<file path="src/rtl/lmk_cfg_pkg.sv">
// lmk_cfg_pkg: shared types and constants for the LMK04806 MICROWIRE writer.
//   - lmk_state_e : write-engine states
//   - lmk_rom_t   : packed register table (32 words x 32 bits, index = word number)
//   - lmk_debug_t : layout of the 64-bit debug bus
//   - LMK_ROM_DEFAULT / LMK_REG_NUM : board register image and its length
package lmk_cfg_pkg;

    localparam int unsigned LMK_WORD_W    = 32;
    localparam int unsigned LMK_ROM_DEPTH = 32;
    localparam int unsigned LMK_ADDR_W    = 5;
    localparam int unsigned LMK_IDX_W     = 5;
    localparam int unsigned LMK_DEBUG_W   = 64;
    localparam int unsigned LMK_REG_NUM   = 27;

    typedef enum logic [2:0] {
        ST_IDLE  = 3'd0,
        ST_LOAD  = 3'd1,
        ST_SHIFT = 3'd2,
        ST_LATCH = 3'd3,
        ST_GAP   = 3'd4,
        ST_DONE  = 3'd5
    } lmk_state_e;

    typedef logic [LMK_ROM_DEPTH-1:0][LMK_WORD_W-1:0] lmk_rom_t;

    typedef struct packed {
        lmk_state_e            state;
        logic [LMK_ADDR_W-1:0] word_idx;
        logic [LMK_IDX_W-1:0]  bit_idx;
        logic                  lmk_clk;
        logic                  lmk_data;
        logic                  lmk_le;
        logic                  cfg_busy;
        logic                  cfg_done;
        logic [45:0]           rsvd;
    } lmk_debug_t;

    // R0 with the RESET bit set; always the first word so the chip starts clean.
    localparam logic [LMK_WORD_W-1:0] LMK_R0_RESET = 32'h0002_0000;

    // Board register image, write order; low 5 bits of each word are the register address.
    function automatic lmk_rom_t lmk_default_rom();
        lmk_rom_t t;
        t     = '0;
        t[0]  = LMK_R0_RESET;
        t[1]  = 32'h0014_0300;  // R0  CLKout0/1
        t[2]  = 32'h0014_0301;  // R1  CLKout2/3
        t[3]  = 32'h0014_0302;  // R2  CLKout4/5
        t[4]  = 32'h0014_0303;  // R3  CLKout6/7
        t[5]  = 32'h0014_0304;  // R4  CLKout8/9
        t[6]  = 32'h0014_0305;  // R5  CLKout10/11
        t[7]  = 32'h1111_0006;  // R6  output types 0-3
        t[8]  = 32'h1111_0007;  // R7  output types 4-7
        t[9]  = 32'h0101_0008;  // R8  output types 8-11
        t[10] = 32'h5555_5549;  // R9
        t[11] = 32'h9102_410A;  // R10 OSCout
        t[12] = 32'h0401_100B;  // R11 mode / SYNC
        t[13] = 32'h1B0C_006C;  // R12 LD / holdover
        t[14] = 32'h2302_886D;  // R13 readback / CLKin select
        t[15] = 32'h0200_000E;  // R14 CLKin buffers
        t[16] = 32'h8000_800F;  // R15 DAC / holdover
        t[17] = 32'hC155_0410;  // R16 crystal amplitude
        t[18] = 32'h0000_0058;  // R24 PLL loop filter
        t[19] = 32'h0200_C7D9;  // R25 DAC clock
        t[20] = 32'hAFA8_001A;  // R26 PLL2 charge pump
        t[21] = 32'h1000_001B;  // R27 PLL1 R divider
        t[22] = 32'h0020_009C;  // R28 PLL2 R / PLL1 N
        t[23] = 32'h0180_033D;  // R29 PLL2 N calibration
        t[24] = 32'h0200_033E;  // R30 PLL2 N
        t[25] = 32'h0000_001F;  // R31 uWire lock off
        t[26] = 32'h0014_0300;  // R0 rewrite after PLL2 N so outputs resync
        return t;
    endfunction

    localparam lmk_rom_t LMK_ROM_DEFAULT = lmk_default_rom();

endpackage

</file>
<file path="src/rtl/lmk_spi_cfg_if.sv">
// lmk_spi_cfg_if: start request, MICROWIRE lines and status between the
// power-up controller (master) and the LMK write engine (slave).
//   spi_initial_start : master -> slave, one-cycle start request
//   lmk_clk/data/le   : slave -> master side, MICROWIRE pins
//   cfg_busy/cfg_done : slave status
//   debug_signal      : slave debug bus
interface lmk_spi_cfg_if;
    logic        spi_initial_start;
    logic        lmk_clk;
    logic        lmk_data;
    logic        lmk_le;
    logic        cfg_busy;
    logic        cfg_done;
    logic [63:0] debug_signal;

    modport slave (
        input  spi_initial_start,
        output lmk_clk, lmk_data, lmk_le, cfg_busy, cfg_done, debug_signal
    );

    modport master (
        output spi_initial_start,
        input  lmk_clk, lmk_data, lmk_le, cfg_busy, cfg_done, debug_signal
    );
endinterface

</file>
<file path="src/rtl/lmk_reg_rom.sv">
// lmk_reg_rom: combinational register-word table lookup.
//   i_addr   : word number (5 b)
//   o_word_c : 32-bit register word, straight from TABLE
module lmk_reg_rom
    import lmk_cfg_pkg::*;
#(
    parameter lmk_rom_t TABLE = LMK_ROM_DEFAULT
) (
    input  logic [LMK_ADDR_W-1:0] i_addr,
    output logic [LMK_WORD_W-1:0] o_word_c
);

    assign o_word_c = TABLE[i_addr];

endmodule

</file>
<file path="src/rtl/lmk_spi_cfg.sv">
// lmk_spi_cfg: MICROWIRE write engine for the LMK04806. Each accepted start
// shifts REG_NUM table words MSB first, latches each with an LE pulse, then
// pulses cfg_done.
//   clk_20mhz  : system clock, rising edge
//   sys_rest_n : asynchronous active-low reset
//   bus        : lmk_spi_cfg_if.slave (start in; MICROWIRE, status, debug out)
module lmk_spi_cfg
    import lmk_cfg_pkg::*;
#(
    parameter int unsigned REG_NUM   = LMK_REG_NUM,
    parameter int unsigned CLK_DIV   = 4,
    parameter lmk_rom_t    ROM_TABLE = LMK_ROM_DEFAULT
) (
    input  logic         clk_20mhz,
    input  logic         sys_rest_n,
    lmk_spi_cfg_if.slave bus
);

    // Counter covers 0 .. 2*CLK_DIV-1; one full count is a bit/LE/gap period.
    localparam int unsigned          DIV_W     = $clog2(2 * CLK_DIV);
    localparam logic [DIV_W-1:0]     DIV_LAST  = DIV_W'(2 * CLK_DIV - 1);
    localparam logic [DIV_W-1:0]     DIV_RISE  = DIV_W'(CLK_DIV - 1);
    localparam logic [LMK_ADDR_W-1:0] LAST_WORD = LMK_ADDR_W'(REG_NUM - 1);
    localparam logic [LMK_IDX_W-1:0]  FIRST_BIT = LMK_IDX_W'(LMK_WORD_W - 1);

    lmk_state_e              r_state;
    logic [LMK_ADDR_W-1:0]   r_word_idx;
    logic [LMK_IDX_W-1:0]    r_bit_idx;
    logic [DIV_W-1:0]        r_div_cnt;
    logic [LMK_WORD_W-1:0]   r_shreg;
    logic                    r_lmk_clk;
    logic                    r_lmk_data;
    logic                    r_lmk_le;
    logic                    r_cfg_busy;
    logic                    r_cfg_done;

    logic [LMK_WORD_W-1:0]   w_rom_word;
    lmk_debug_t              w_debug;

    lmk_reg_rom #(
        .TABLE (ROM_TABLE)
    ) u_rom (
        .i_addr   (r_word_idx),
        .o_word_c (w_rom_word)
    );

    // Write sequencer. r_shreg holds the bits still to go on the wire; the
    // bit currently driven lives in r_lmk_data, so the line is a flop output.
    always_ff @(posedge clk_20mhz or negedge sys_rest_n) begin
        if (!sys_rest_n) begin
            r_state    <= ST_IDLE;
            r_word_idx <= '0;
            r_bit_idx  <= '0;
            r_div_cnt  <= '0;
            r_shreg    <= '0;
            r_lmk_clk  <= 1'b0;
            r_lmk_data <= 1'b0;
            r_lmk_le   <= 1'b0;
            r_cfg_busy <= 1'b0;
            r_cfg_done <= 1'b0;
        end else begin
            r_cfg_done <= 1'b0;
            case (r_state)
                ST_IDLE: begin
                    r_lmk_clk  <= 1'b0;
                    r_lmk_data <= 1'b0;
                    r_lmk_le   <= 1'b0;
                    r_cfg_busy <= 1'b0;
                    if (bus.spi_initial_start) begin
                        r_state    <= ST_LOAD;
                        r_word_idx <= '0;
                        r_cfg_busy <= 1'b1;
                    end
                end

                ST_LOAD: begin
                    r_lmk_data <= w_rom_word[LMK_WORD_W-1];
                    r_shreg    <= {w_rom_word[LMK_WORD_W-2:0], 1'b0};
                    r_bit_idx  <= FIRST_BIT;
                    r_div_cnt  <= '0;
                    r_lmk_clk  <= 1'b0;
                    r_state    <= ST_SHIFT;
                end

                // First half of each period clk low, second half high.
                ST_SHIFT: begin
                    if (r_div_cnt == DIV_LAST) begin
                        r_div_cnt <= '0;
                        r_lmk_clk <= 1'b0;
                        r_shreg   <= {r_shreg[LMK_WORD_W-2:0], 1'b0};
                        r_bit_idx <= r_bit_idx - LMK_IDX_W'(1);
                        if (r_bit_idx == '0) begin
                            r_lmk_data <= 1'b0;
                            r_lmk_le   <= 1'b1;
                            r_state    <= ST_LATCH;
                        end else begin
                            r_lmk_data <= r_shreg[LMK_WORD_W-1];
                        end
                    end else begin
                        r_div_cnt <= r_div_cnt + DIV_W'(1);
                        r_lmk_clk <= (r_div_cnt >= DIV_RISE);
                    end
                end

                ST_LATCH: begin
                    if (r_div_cnt == DIV_LAST) begin
                        r_div_cnt <= '0;
                        r_lmk_le  <= 1'b0;
                        r_state   <= ST_GAP;
                    end else begin
                        r_div_cnt <= r_div_cnt + DIV_W'(1);
                    end
                end

                ST_GAP: begin
                    if (r_div_cnt == DIV_LAST) begin
                        r_div_cnt <= '0;
                        if (r_word_idx == LAST_WORD) begin
                            r_cfg_busy <= 1'b0;
                            r_cfg_done <= 1'b1;
                            r_state    <= ST_DONE;
                        end else begin
                            r_word_idx <= r_word_idx + LMK_ADDR_W'(1);
                            r_state    <= ST_LOAD;
                        end
                    end else begin
                        r_div_cnt <= r_div_cnt + DIV_W'(1);
                    end
                end

                // Start is deliberately ignored here; next accept is from IDLE.
                ST_DONE: begin
                    r_state <= ST_IDLE;
                end

                default: begin
                    r_state <= ST_IDLE;
                end
            endcase
        end
    end

    assign w_debug = '{
        state:    r_state,
        word_idx: r_word_idx,
        bit_idx:  r_bit_idx,
        lmk_clk:  r_lmk_clk,
        lmk_data: r_lmk_data,
        lmk_le:   r_lmk_le,
        cfg_busy: r_cfg_busy,
        cfg_done: r_cfg_done,
        rsvd:     '0
    };

    assign bus.lmk_clk      = r_lmk_clk;
    assign bus.lmk_data     = r_lmk_data;
    assign bus.lmk_le       = r_lmk_le;
    assign bus.cfg_busy     = r_cfg_busy;
    assign bus.cfg_done     = r_cfg_done;
    assign bus.debug_signal = LMK_DEBUG_W'(w_debug);

endmodule

</file>
<file path="src/flat_wrapper.sv">
// flat-port wrapper written by rule: the top's interface ports become plain ports
module lmk_spi_cfg_flat import lmk_cfg_pkg::*;
#(
    parameter int unsigned REG_NUM   = LMK_REG_NUM,
    parameter int unsigned CLK_DIV   = 4,
    parameter lmk_rom_t    ROM_TABLE = LMK_ROM_DEFAULT
)
  (clk_20mhz, sys_rest_n, bus_spi_initial_start, bus_lmk_clk, bus_lmk_data, bus_lmk_le, bus_cfg_busy, bus_cfg_done, bus_debug_signal);
  lmk_spi_cfg_if bus_i ();
  input  logic clk_20mhz;
  input  logic sys_rest_n;
  input wire logic [$bits(bus_i.spi_initial_start)-1:0] bus_spi_initial_start;
  output wire logic [$bits(bus_i.lmk_clk)-1:0] bus_lmk_clk;
  output wire logic [$bits(bus_i.lmk_data)-1:0] bus_lmk_data;
  output wire logic [$bits(bus_i.lmk_le)-1:0] bus_lmk_le;
  output wire logic [$bits(bus_i.cfg_busy)-1:0] bus_cfg_busy;
  output wire logic [$bits(bus_i.cfg_done)-1:0] bus_cfg_done;
  output wire logic [$bits(bus_i.debug_signal)-1:0] bus_debug_signal;
  assign bus_i.spi_initial_start = bus_spi_initial_start;
  assign bus_lmk_clk = bus_i.lmk_clk;
  assign bus_lmk_data = bus_i.lmk_data;
  assign bus_lmk_le = bus_i.lmk_le;
  assign bus_cfg_busy = bus_i.cfg_busy;
  assign bus_cfg_done = bus_i.cfg_done;
  assign bus_debug_signal = bus_i.debug_signal;
  lmk_spi_cfg #(.REG_NUM(REG_NUM), .CLK_DIV(CLK_DIV), .ROM_TABLE(ROM_TABLE)) u_core (.clk_20mhz(clk_20mhz), .sys_rest_n(sys_rest_n), .bus(bus_i));
endmodule
</file>
<file path="config.mk">
export PLATFORM = sky130hd
export DESIGN_NAME = lmk_spi_cfg_flat
export DESIGN_NICKNAME = d
export VERILOG_FILES = /design/src/rtl/lmk_cfg_pkg.sv /design/src/rtl/lmk_spi_cfg_if.sv /design/src/rtl/lmk_reg_rom.sv /design/src/rtl/lmk_spi_cfg.sv /design/src/flat_wrapper.sv
export SDC_FILE = /design/constraint.sdc
export NUM_CORES = 1
export LEC_CHECK = 0
export CAP_MARGIN = 10
export CORE_AREA = 2 2 105 107
export DETAILED_ROUTE_END_ITERATION = 10
export DIE_AREA = 0 0 107 109
export GPL_TIMING_DRIVEN = 0
export PLACE_DENSITY = 0.64
export SLEW_MARGIN = 20
export SYNTH_ARGS = -nofsm -noshare
export SYNTH_HDL_FRONTEND = slang
export SYNTH_SLANG_ARGS = --single-unit
</file>
<file path="constraint.sdc">
create_clock -name clk_20mhz -period 4.7 [get_ports clk_20mhz]
set_clock_uncertainty 0.05 [all_clocks]
set_input_delay 0.94 -clock clk_20mhz [delete_from_list [all_inputs] [get_ports clk_20mhz]]
set_output_delay 0.94 -clock clk_20mhz [all_outputs]
set_load 0.01 [all_outputs]
</file>
**Congestion heat map**

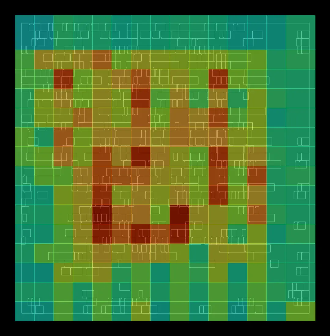
layer with the highest usage: met2
GR Layer Usage met2: 0.288
routed wirelength normalized by instance count: 15.8 um
final core occ: 0.407
GRT Resource Usage Total: 0.177

**I/O nets highlighted**

The bar under the picture is 20 um long.
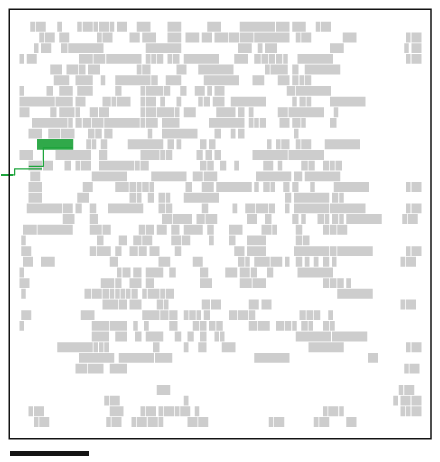
legend:
  bus_cfg_done:
    colour: green
    direction: output
    edge: west
    end_cells: 1
    buffers: 1
    wire: 24.9 um
number of top-level pins: 72
input/output buffers: 25

**Metal layers overlaid**

Only two layers are drawn.
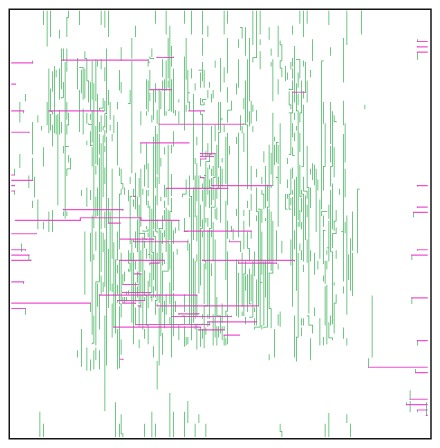
legend:
  met3:
    colour: magenta
    wire_length: 560 um
  met2:
    colour: green
    wire_length: 4,690 um
number of vias after detailed routing: 3,222
sum of routed wire length over all layers: 10,200 um

==> results.txt <==
Summary of implementation figures.

Run status
The flow ran to the end, and the final reports show no timing, DRC or antenna violations.

Worst setup path
In this run the critical path is formed by buf_2 -> clkbuf_1 -> inv_1 -> ha_1 -> or3_1 -> a311oi_1 -> a21oi_1. The arrival time of the worst setup path is 2760 ps. Per the timing report, the most critical flop-to-flop path originates at u_core.r_word_idx[2].

Per STA, the endpoint of the critical path is u_core.r_shreg[9]. The kind of cell with the highest combined delay along the critical path is buffers and inverters. The critical path startpoint is u_core.r_word_idx[2]. The number of cell instances on the worst register-to-register path is 7.

The critical register-to-register path endpoint is u_core.r_shreg[9].

Final layout
The antenna cell count is 0. The fraction of final cell area spent on non-clock buffers in this run is 0.182. The layout cell share with drive strength beyond 1 is 0.179.

Global routing
The remaining global-route overflow is 0. The first global-routing pass estimated approximately 16,000 um of wire. The pin count of the biggest net entering global routing is ~53.

Placed design
The area after detailed placement is around 4200 sq um. The total half-perimeter wirelength after legalization and detailed placement is 7500 um.

Clock network
The number of buffers added for setup after CTS is 0. TritonCTS built the clock tree.

Detailed routing
The count of antenna-violating nets left after detailed routing is 0. The routed length on met2 is 4690 um. The routed wirelength on the met1 layer is recorded as roughly 4800 um.

Logic synthesis
The top-area cell type share of the netlist area is 0.359. The biggest area contributor in the post-synthesis netlist is sky130_fd_sc_hd__dfrtp_1. The sequential fraction of the synthesis area is 0.359. Yosys printed 0 warnings.

Hold path
The source of the worst hold timing path is u_core.r_shreg[13]. The kind of path behind the tightest hold check is flip-flop to flip-flop.

Power
Switching power as a fraction of the total was reported as 0.434.

Die
The floorplan utilization is 0.342.

Final timing
The highest achievable clock rate is 382 MHz. Per the final report, max-transition violations number 0.

Job
The stage logs contain a warning count of 32.
**Where the registers sit**

The bar under the picture is 20 um long.
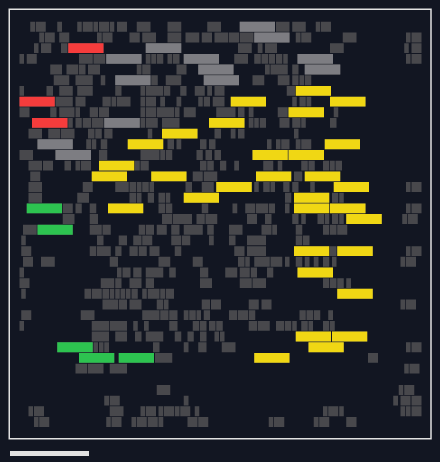
legend:
  u_core.r_word_idx:
    colour: green
    placed_flops: 5
    where: south-west
  u_core.r_div_cnt:
    colour: red
    placed_flops: 3
  u_core.r_shreg:
    colour: yellow
    placed_flops: 31
flip-flop and latch share of the layout cell area: 0.302
power attributed to sequential cells: 746 uW
area taken by flip-flops and latches: 1300 sq um

**The metal 1 layer**

The bar under the picture is 20 um long. Supply wires on this layer in grey.
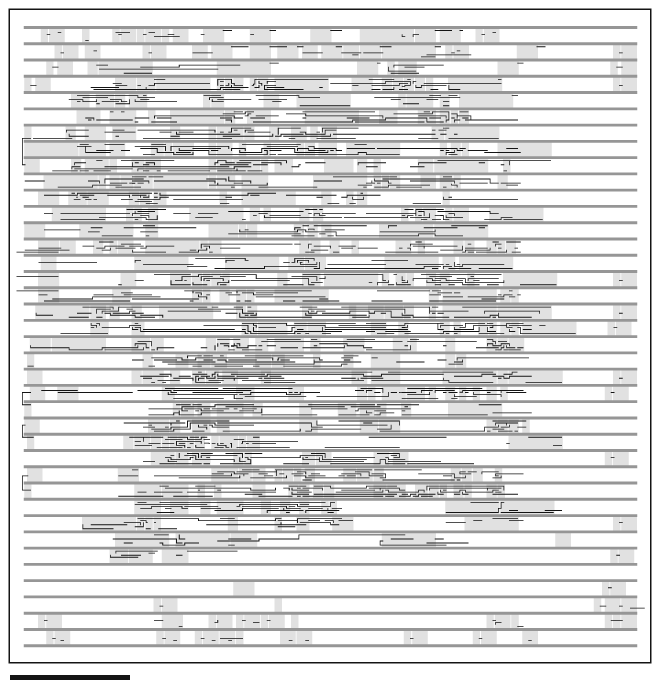
nets with wire on the layer: 458
share of all routed wire: 47%
longest straight run: 27.6 um
main direction: horizontal

## cell usage after synthesis, drive strengths merged, types with 4 or more instances
cell type,instances
a22o,5
a211oi,6
nand2,43
a31oi,4
o211ai,4
nor2,20
o21ai,54
nand3b,5
nor3,7
buf,72
mux2i,7
dfrtp,52
clkbuf,9
nand4,6
nand2b,9
mux2,5
a21oi,30
o22ai,6
nand3,4
inv,12
nor2b,8
ha,11
## logic make-up after synthesis
kind of cell,Yosys count,share of synthesized area
AND-OR/OR-AND,138,0.234
XOR/XNOR,1,0.00241
adder cells (fa/ha/maj),11,0.0379
buffers and inverters,93,0.160
flip-flops,52,0.359
multiplexers,12,0.0348
other,1,0.00103
AND/OR/NAND/NOR,118,0.171
## state kept, by name, summed over array words and instances (netlist names)
| register | cells |
|---|---|
| u_core.bus.cfg_busy | 1 |
| u_core.r_bit_idx | 5 |
| u_core.r_div_cnt | 3 |
| u_core.r_shreg | 31 |
| u_core.r_word_idx | 5 |
| u_core.bus.lmk_clk | 1 |
| u_core.r_state | 3 |
| u_core.bus.lmk_le | 1 |
| u_core.bus.lmk_data | 1 |
| u_core.bus.cfg_done | 1 |
## worst min-delay path, cell delays in order (launching register included)
cell and delay [ps]:
sky130_fd_sc_hd__dfrtp_1 360, sky130_fd_sc_hd__nand2_1 50, sky130_fd_sc_hd__o21ai_0 60
## power by group through the flow
stage               clock (mW)  sequential (mW)  combinational, mW
floorplan                    0            0.740              0.759
global placement             0            0.747               1.10
detailed placement           0            0.754               1.11
CTS                      0.286            0.746               1.11
global route             0.302            0.771               1.23
finish                   0.283            0.746               1.12
## stage by stage
step / hold WS (ps) / util
after floorplan: 397 / -
after global placement: 417 / 0.398
after detailed placement: 428 / 0.398
after CTS: 446 / 0.407
after global routing: 481 / 0.407
final: 445 / 0.407
No activity file was given, so power comes from the tool's default toggle rates.
